Figure 1. Floorplan with the power grid.
The bar under the picture is 20 µm long. Pins as bars on the die edge. Tap cells in gray.
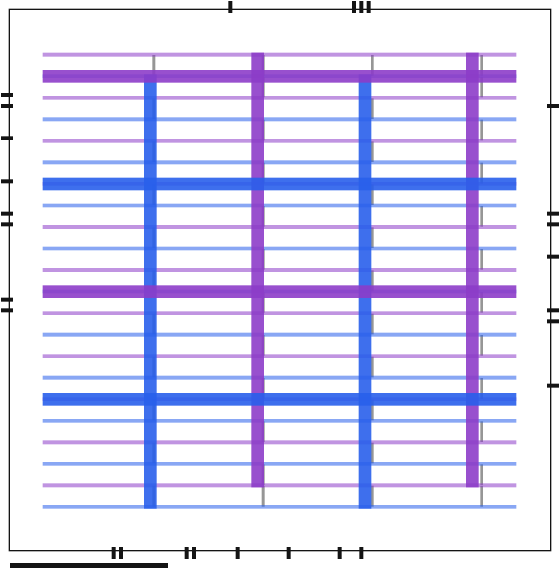
Figure 2. Placement by cell class.
The bar under the picture is 20 µm long.
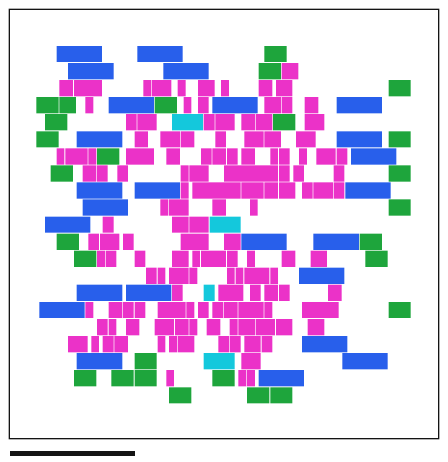
Figure 3. Clock distribution.
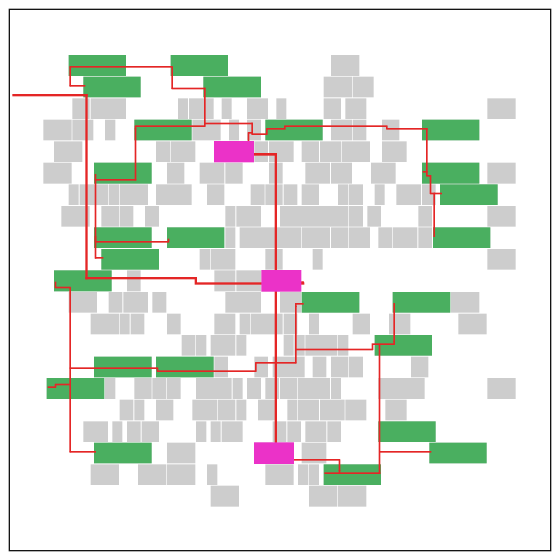
Figure 4. Metal layers overlaid.
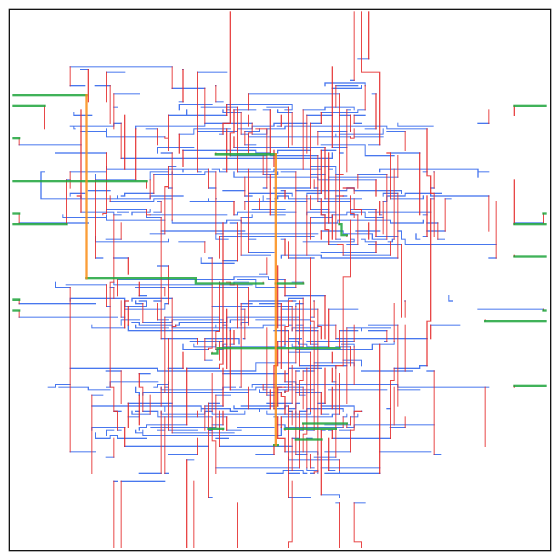
Figure 5. Congestion heat map.
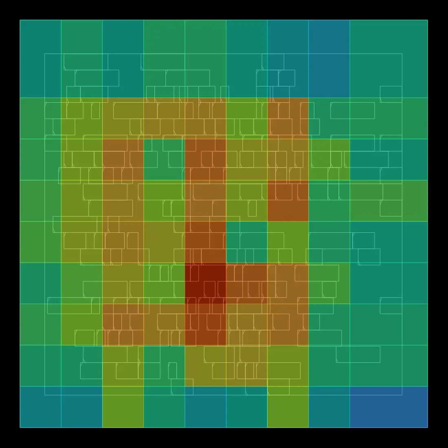
[config.mk]
export PLATFORM = sky130hd
export DESIGN_NAME = vga_timing_gen
export DESIGN_NICKNAME = d
export VERILOG_FILES = /design/src/rtl/vga_timing_pkg.sv /design/src/rtl/pixel_tick_div.sv /design/src/rtl/vga_timing_gen.sv
export SDC_FILE = /design/constraint.sdc
export NUM_CORES = 1
export LEC_CHECK = 0
export CAP_MARGIN = 15
export CORE_MARGIN = 4
export CORE_UTILIZATION = 40
export CTS_BUF_LIST = sky130_fd_sc_hd__clkbuf_8
export DETAILED_ROUTE_END_ITERATION = 10
export PLACE_DENSITY_LB_ADDON = 0.08
export REMOVE_ABC_BUFFERS = 1
export SYNTH_ARGS = -nofsm -noshare
export SYNTH_HDL_FRONTEND = slang
export SYNTH_SLANG_ARGS = --single-unit
export TNS_END_PERCENT = 20
[constraint.sdc]
create_clock -name clk -period 5 [get_ports clk]
set_input_delay 0.75 -clock clk [delete_from_list [all_inputs] [get_ports clk]]
set_output_delay 0.75 -clock clk [all_outputs]
set_load 0.1 [all_outputs]
[src/rtl/vga_timing_pkg.sv]
// Shared VGA 640x480@60 timing constants. The timing generator and the vga_out
// consumers both import this package.
//   pix_cnt_t : 10-bit pixel/line counter type
//   in_range  : inclusive range test used to decode the sync windows
package vga_timing_pkg;

    localparam int H_DISP  = 640;
    localparam int H_FP    = 16;
    localparam int H_SYNC  = 96;
    localparam int H_BP    = 48;
    localparam int V_DISP  = 480;
    localparam int V_FP    = 10;
    localparam int V_SYNC  = 2;
    localparam int V_BP    = 33;

    localparam int H_TOTAL = H_DISP + H_FP + H_SYNC + H_BP;
    localparam int V_TOTAL = V_DISP + V_FP + V_SYNC + V_BP;

    localparam int CNT_W   = 10;

    typedef logic [CNT_W-1:0] pix_cnt_t;

    function automatic logic in_range(input pix_cnt_t v, input pix_cnt_t lo, input pix_cnt_t hi);
        return (v >= lo) && (v <= hi);
    endfunction

endpackage

[src/rtl/pixel_tick_div.sv]
// Divide-by-4 pixel enable: 25 MHz pixel rate derived from the 100 MHz clock.
//   clk    : system clock
//   reset  : synchronous, active-high; restarts the divider at 0
//   p_tick : high for one clk in every 4 (when the divider reads 3)
module pixel_tick_div (
    input  logic clk,
    input  logic reset,
    output logic p_tick
);

    logic [1:0] r_tick;

    always_ff @(posedge clk) begin
        if (reset) begin
            r_tick <= 2'd0;
        end else begin
            r_tick <= r_tick + 2'd1;
        end
    end

    assign p_tick = (r_tick == 2'd3);

endmodule

[src/rtl/vga_timing_gen.sv]
// VGA raster timing generator. Walks a pixel/line counter pair at the pixel
// rate and decodes sync, blanking and end-of-frame from it.
//   clk       : 100 MHz system clock
//   reset     : synchronous, active-high
//   p_tick    : pixel-rate enable (1 clk in 4)
//   hsync     : horizontal sync, active-low
//   vsync     : vertical sync, active-low
//   video_on  : current pixel is inside the visible area
//   pix_x     : current pixel column
//   pix_y     : current line
//   frame_end : one-clk pulse on the last pixel tick of the frame
module vga_timing_gen
    import vga_timing_pkg::*;
#(
    parameter int H_DISP = vga_timing_pkg::H_DISP,
    parameter int H_FP   = vga_timing_pkg::H_FP,
    parameter int H_SYNC = vga_timing_pkg::H_SYNC,
    parameter int H_BP   = vga_timing_pkg::H_BP,
    parameter int V_DISP = vga_timing_pkg::V_DISP,
    parameter int V_FP   = vga_timing_pkg::V_FP,
    parameter int V_SYNC = vga_timing_pkg::V_SYNC,
    parameter int V_BP   = vga_timing_pkg::V_BP
) (
    input  logic       clk,
    input  logic       reset,
    output logic       p_tick,
    output logic       hsync,
    output logic       vsync,
    output logic       video_on,
    output logic [9:0] pix_x,
    output logic [9:0] pix_y,
    output logic       frame_end
);

    localparam int H_TOT = H_DISP + H_FP + H_SYNC + H_BP;
    localparam int V_TOT = V_DISP + V_FP + V_SYNC + V_BP;

    localparam pix_cnt_t X_LAST   = pix_cnt_t'(H_TOT - 1);
    localparam pix_cnt_t Y_LAST   = pix_cnt_t'(V_TOT - 1);
    localparam pix_cnt_t X_VIS    = pix_cnt_t'(H_DISP);
    localparam pix_cnt_t Y_VIS    = pix_cnt_t'(V_DISP);
    localparam pix_cnt_t HS_START = pix_cnt_t'(H_DISP + H_FP);
    localparam pix_cnt_t HS_END   = pix_cnt_t'(H_DISP + H_FP + H_SYNC - 1);
    localparam pix_cnt_t VS_START = pix_cnt_t'(V_DISP + V_FP);
    localparam pix_cnt_t VS_END   = pix_cnt_t'(V_DISP + V_FP + V_SYNC - 1);

    logic     w_p_tick;
    logic     w_x_wrap;
    pix_cnt_t w_x_next;
    pix_cnt_t w_y_next;
    pix_cnt_t r_x;
    pix_cnt_t r_y;
    logic     r_hsync;
    logic     r_vsync;
    logic     r_video_on;

    pixel_tick_div u_tick_div (
        .clk    (clk),
        .reset  (reset),
        .p_tick (w_p_tick)
    );

    assign w_x_wrap = w_p_tick && (r_x == X_LAST);

    always_comb begin
        w_x_next = r_x;
        w_y_next = r_y;
        if (w_p_tick) begin
            w_x_next = w_x_wrap ? '0 : r_x + pix_cnt_t'(1);
            if (w_x_wrap) begin
                w_y_next = (r_y == Y_LAST) ? '0 : r_y + pix_cnt_t'(1);
            end
        end
    end

    // Sync/blank flops are decoded from the next-state counters so they land
    // in the same cycle as the counter value they describe.
    always_ff @(posedge clk) begin
        if (reset) begin
            r_x        <= '0;
            r_y        <= '0;
            r_hsync    <= 1'b1;
            r_vsync    <= 1'b1;
            r_video_on <= 1'b0;
        end else begin
            r_x        <= w_x_next;
            r_y        <= w_y_next;
            r_hsync    <= ~in_range(w_x_next, HS_START, HS_END);
            r_vsync    <= ~in_range(w_y_next, VS_START, VS_END);
            r_video_on <= (w_x_next < X_VIS) && (w_y_next < Y_VIS);
        end
    end

    assign p_tick    = w_p_tick;
    assign hsync     = r_hsync;
    assign vsync     = r_vsync;
    assign video_on  = r_video_on;
    assign pix_x     = r_x;
    assign pix_y     = r_y;
    assign frame_end = w_x_wrap && (r_y == Y_LAST);

endmodule

==> run_results.csv <==
group,metric,value,unit
power,p_per_area,198,nW/µm²
yosys,logic_family,"simple AND/OR/NAND/NOR gates",
yosys,postSynthCellCount,173,
yosys,adder_share,0.0345,
placed_design,port_buffers,26,
global_route,grt_max_degree,25,
job,warnings,26,
timing,slew_violations,0,
routing,drc,0,
timing,post-route-min-period,3550,ps
routing,vias,1335,
worst_setup_path,reg2reg_to,"vsync",
clocking,cts.clk_slew.worst_paths,90,ps
routing,viasPerCell,5.61,
final_layout,syn_to_final_growth,21.1,%
yosys,async_flop_share,0,
worst_setup_path,end_kind,"output port",
timing,fmax,0.282,GHz
worst_setup_path,worstSetupPathType,"register to output port",
routing,drt-met1-wl,1.78,mm
clocking,cts_tree,"built",
yosys,ys_sh_aoi,0.135,
yosys,mux_area_frac,0.0147,
yosys,topCellsByArea,"dfxtp_1, a21oi_1, nor2_1",
yosys,syn_area_per_cell,8.38,µm²
floorplanning,dieArea,4650,µm²
clocking,cts-root-buf,"clkbuf_8",
clocking,cts_setup_buffers,0,
yosys,ys_sh_simple,0.354,
clocking,htreeDepth,1,
global_route,antenna_found_initial,0,
worst_setup_path,reg2reg_slack,2520,ps
timing,hold_viol,0,
power,p_leak,0.582,nW
status,status,"complete, no violations",
yosys,ys_warn_count,0,
clocking,cts_buffer_depth,2,
clocking,clock_latency,280,ps
final_layout,drive_above_1_share,0.0573,
routing,dr_wl_met2,1.41,mm
yosys,ys.flops,25,
worst_hold_path,holdCritPathClass,"register to register",
clocking,cts_resized,0,
timing,hold_ws,429,ps
worst_setup_path,crit_path_start_kind,"register",
yosys,yosys_cells,173,
final_layout,final_nets,199,
timing,worst_pin_slew,979,ps
yosys,most_common_cell,"dfxtp_1",
global_route,overflow,0,
yosys,ys_seq_frac,0.345,
routing,totalWireLength,3.39,mm
worst_setup_path,arrival,2800,ps
yosys,edf_count,0,
worst_setup_path,crit_path_max_fanout,10,
placed_design,place_congestion,0.826,
timing,rsz0062_at_grt,"false",
yosys,top_cells_by_count,"dfxtp_1, nor2_1, nand2_1",
yosys,ys_area,1450,µm²
floorplanning,fp_util,0.425,
global_route,grt_usage,0.163,
routing,drt_iter0_drc,56,
clocking,cts_hold_buf,0,
worst_setup_path,worstReg2RegStart,"u_tick_div.r_tick[0]",
global_route,grt_pass1_vias,1151,
clocking,cts.sinks,25,
clocking,cts_buffers,3,
yosys,synth_top_flop_cell,"dfxtp_1",
worst_hold_path,hold_path_depth,1,
final_layout,diodes,0,
job,drv_cap,0,
timing,relSlewSlack,0.345,
timing,setup_viol,0,
timing,finClkSkew,2.62,ps
routing,firstDrtPassIters,4,
routing,met3WireLength,133,µm
worst_setup_path,ff2ff_path_depth,6,
yosys,yosys.area.top_type,"dfxtp_1",
yosys,netlist_area,1450,µm²
yosys,synth_cell_type_count,46,
routing,ant_nets,0,
## Picture notes: Figure 1
- VDD: purple
- VSS: blue
- met5 straps: 4
- met1 rails: 22
- rows: 21
VDD IR-drop max: 0.000137 V
Die H: 68.2 µm
Core Area: 3420 µm²
Die Span X: 68.2 µm

## Picture notes: Figure 2
- remaining logic cells: magenta (cells 136; share of their area 52%)
- remaining buffers and delay cells: green (cells 27; share of their area 16%)
- clock drivers and dummy loads: cyan (cells 4; share of their area 2.7%)
- registers: blue (cells 25; share of their area 29%)
row count: 21
final core occ: 0.514
post-route cell area: 1760 µm²
flop share of the area: 0.285

## Picture notes: Figure 3
- clock-net drivers: magenta (count 3)
- flip-flops: green (count 25)
- clock wires: red (length 354 µm)
- routed clock nets: 4

## Picture notes: Figure 4
- M4: orange (wire length 59.8 µm)
- M2: red (wire length 1410 µm)
- M3: green (wire length 133 µm)
- M1: blue (wire length 1780 µm)

## Picture notes: Figure 5
met2 global-route usage: 0.230
WL/cell: 14.2 µm
M1 GR Usage: 0.234
GR peak layer: met1

==> stage by stage <==
stage	util	power, W	std cells	setup slack, ps	cell area [µm²]
global route	0.514	0.000360	238	1290	1760
global placement	0.501	0.000229	234	1810	1710
floorplan	-	0.000221	161	1080	1390
finish	0.514	0.000348	238	1450	1760
detailed placement	0.501	0.000229	234	1750	1710
CTS	0.514	0.000352	238	1420	1760
==> layout make-up <==
class	count	area (µm²)
clock inverter	1	5.00
tap	46	57.6
fill	343	1660
multi-input combinational	131	866
inverter	5	18.8
sequential	25	500
clock buffer	3	41.3
timing repair buffer	27	268
==> state kept, by name, summed over array words and instances (netlist names) <==
| name | flops |
|---|---|
| vsync | 1 |
| hsync | 1 |
| video_on | 1 |
| pix_y | 10 |
| u_tick_div.r_tick | 2 |
| pix_x | 10 |
==> logic make-up (layout without fill, tap and decap cells) <==
family,after synthesis,in the layout
adder cells (fa/ha/maj),4,4
multiplexers,2,2
AND-OR/OR-AND,30,30
flip-flops,25,25
AND/OR/NAND/NOR,86,86
buffers and inverters,17,36
XOR/XNOR,9,9
==> worst max-delay path by stage <==
stage	depth (start not counted)	startpoint	slack (ps)	end
detailed placement	5	u_tick_div.r_tick[0]	1750	frame_end
floorplan	4	u_tick_div.r_tick[0]	1080	frame_end
CTS	5	u_tick_div.r_tick[0]	1420	frame_end
global placement	5	u_tick_div.r_tick[0]	1810	frame_end
finish	5	u_tick_div.r_tick[0]	1450	frame_end
global route	5	u_tick_div.r_tick[0]	1290	frame_end
==> worst max-delay path: stages (launching register included) <==
cell,delay [ps]
dfxtp_1,340
ha_1,310
and4_1,370
nand4_4,210
nor2_1,140
clkdlybuf4s50_1,1140
==> report_power, final <==
part	internal [W]	switching (W)
clock network	0.0000560	0.0000676
registers	0.000201	0.00000129
logic	0.00000598	0.0000159
==> routing by layer <==
metal	global-route usage	vias up
li1	-	664
met1	0.234	636
met2	0.230	30
met3	0.0345	5
met4	0.0744	0
met5	0	-
==> placed cells by master (no fill, tap or decap), types with 2 or more instances in the layout <==
cell and count:
ha_1 4, xor2_1 4, a21oi_1 12, nand4_1 7
nand3b_1 3, nand2b_1 2, nor2b_1 2, and4_1 3
or3_1 5, xnor2_1 4, nand3_1 9, and3_1 2
and2_1 3, clkdlybuf4s50_1 26, clkbuf_8 3, nand4b_1 4
nor3b_1 2, nand2_1 13, o21ai_0 4, dfxtp_1 25
inv_1 5, nor2_1 15, nor3_1 10, o31ai_1 3
Power figures rest on the tool's default switching activity, not on a simulated workload.
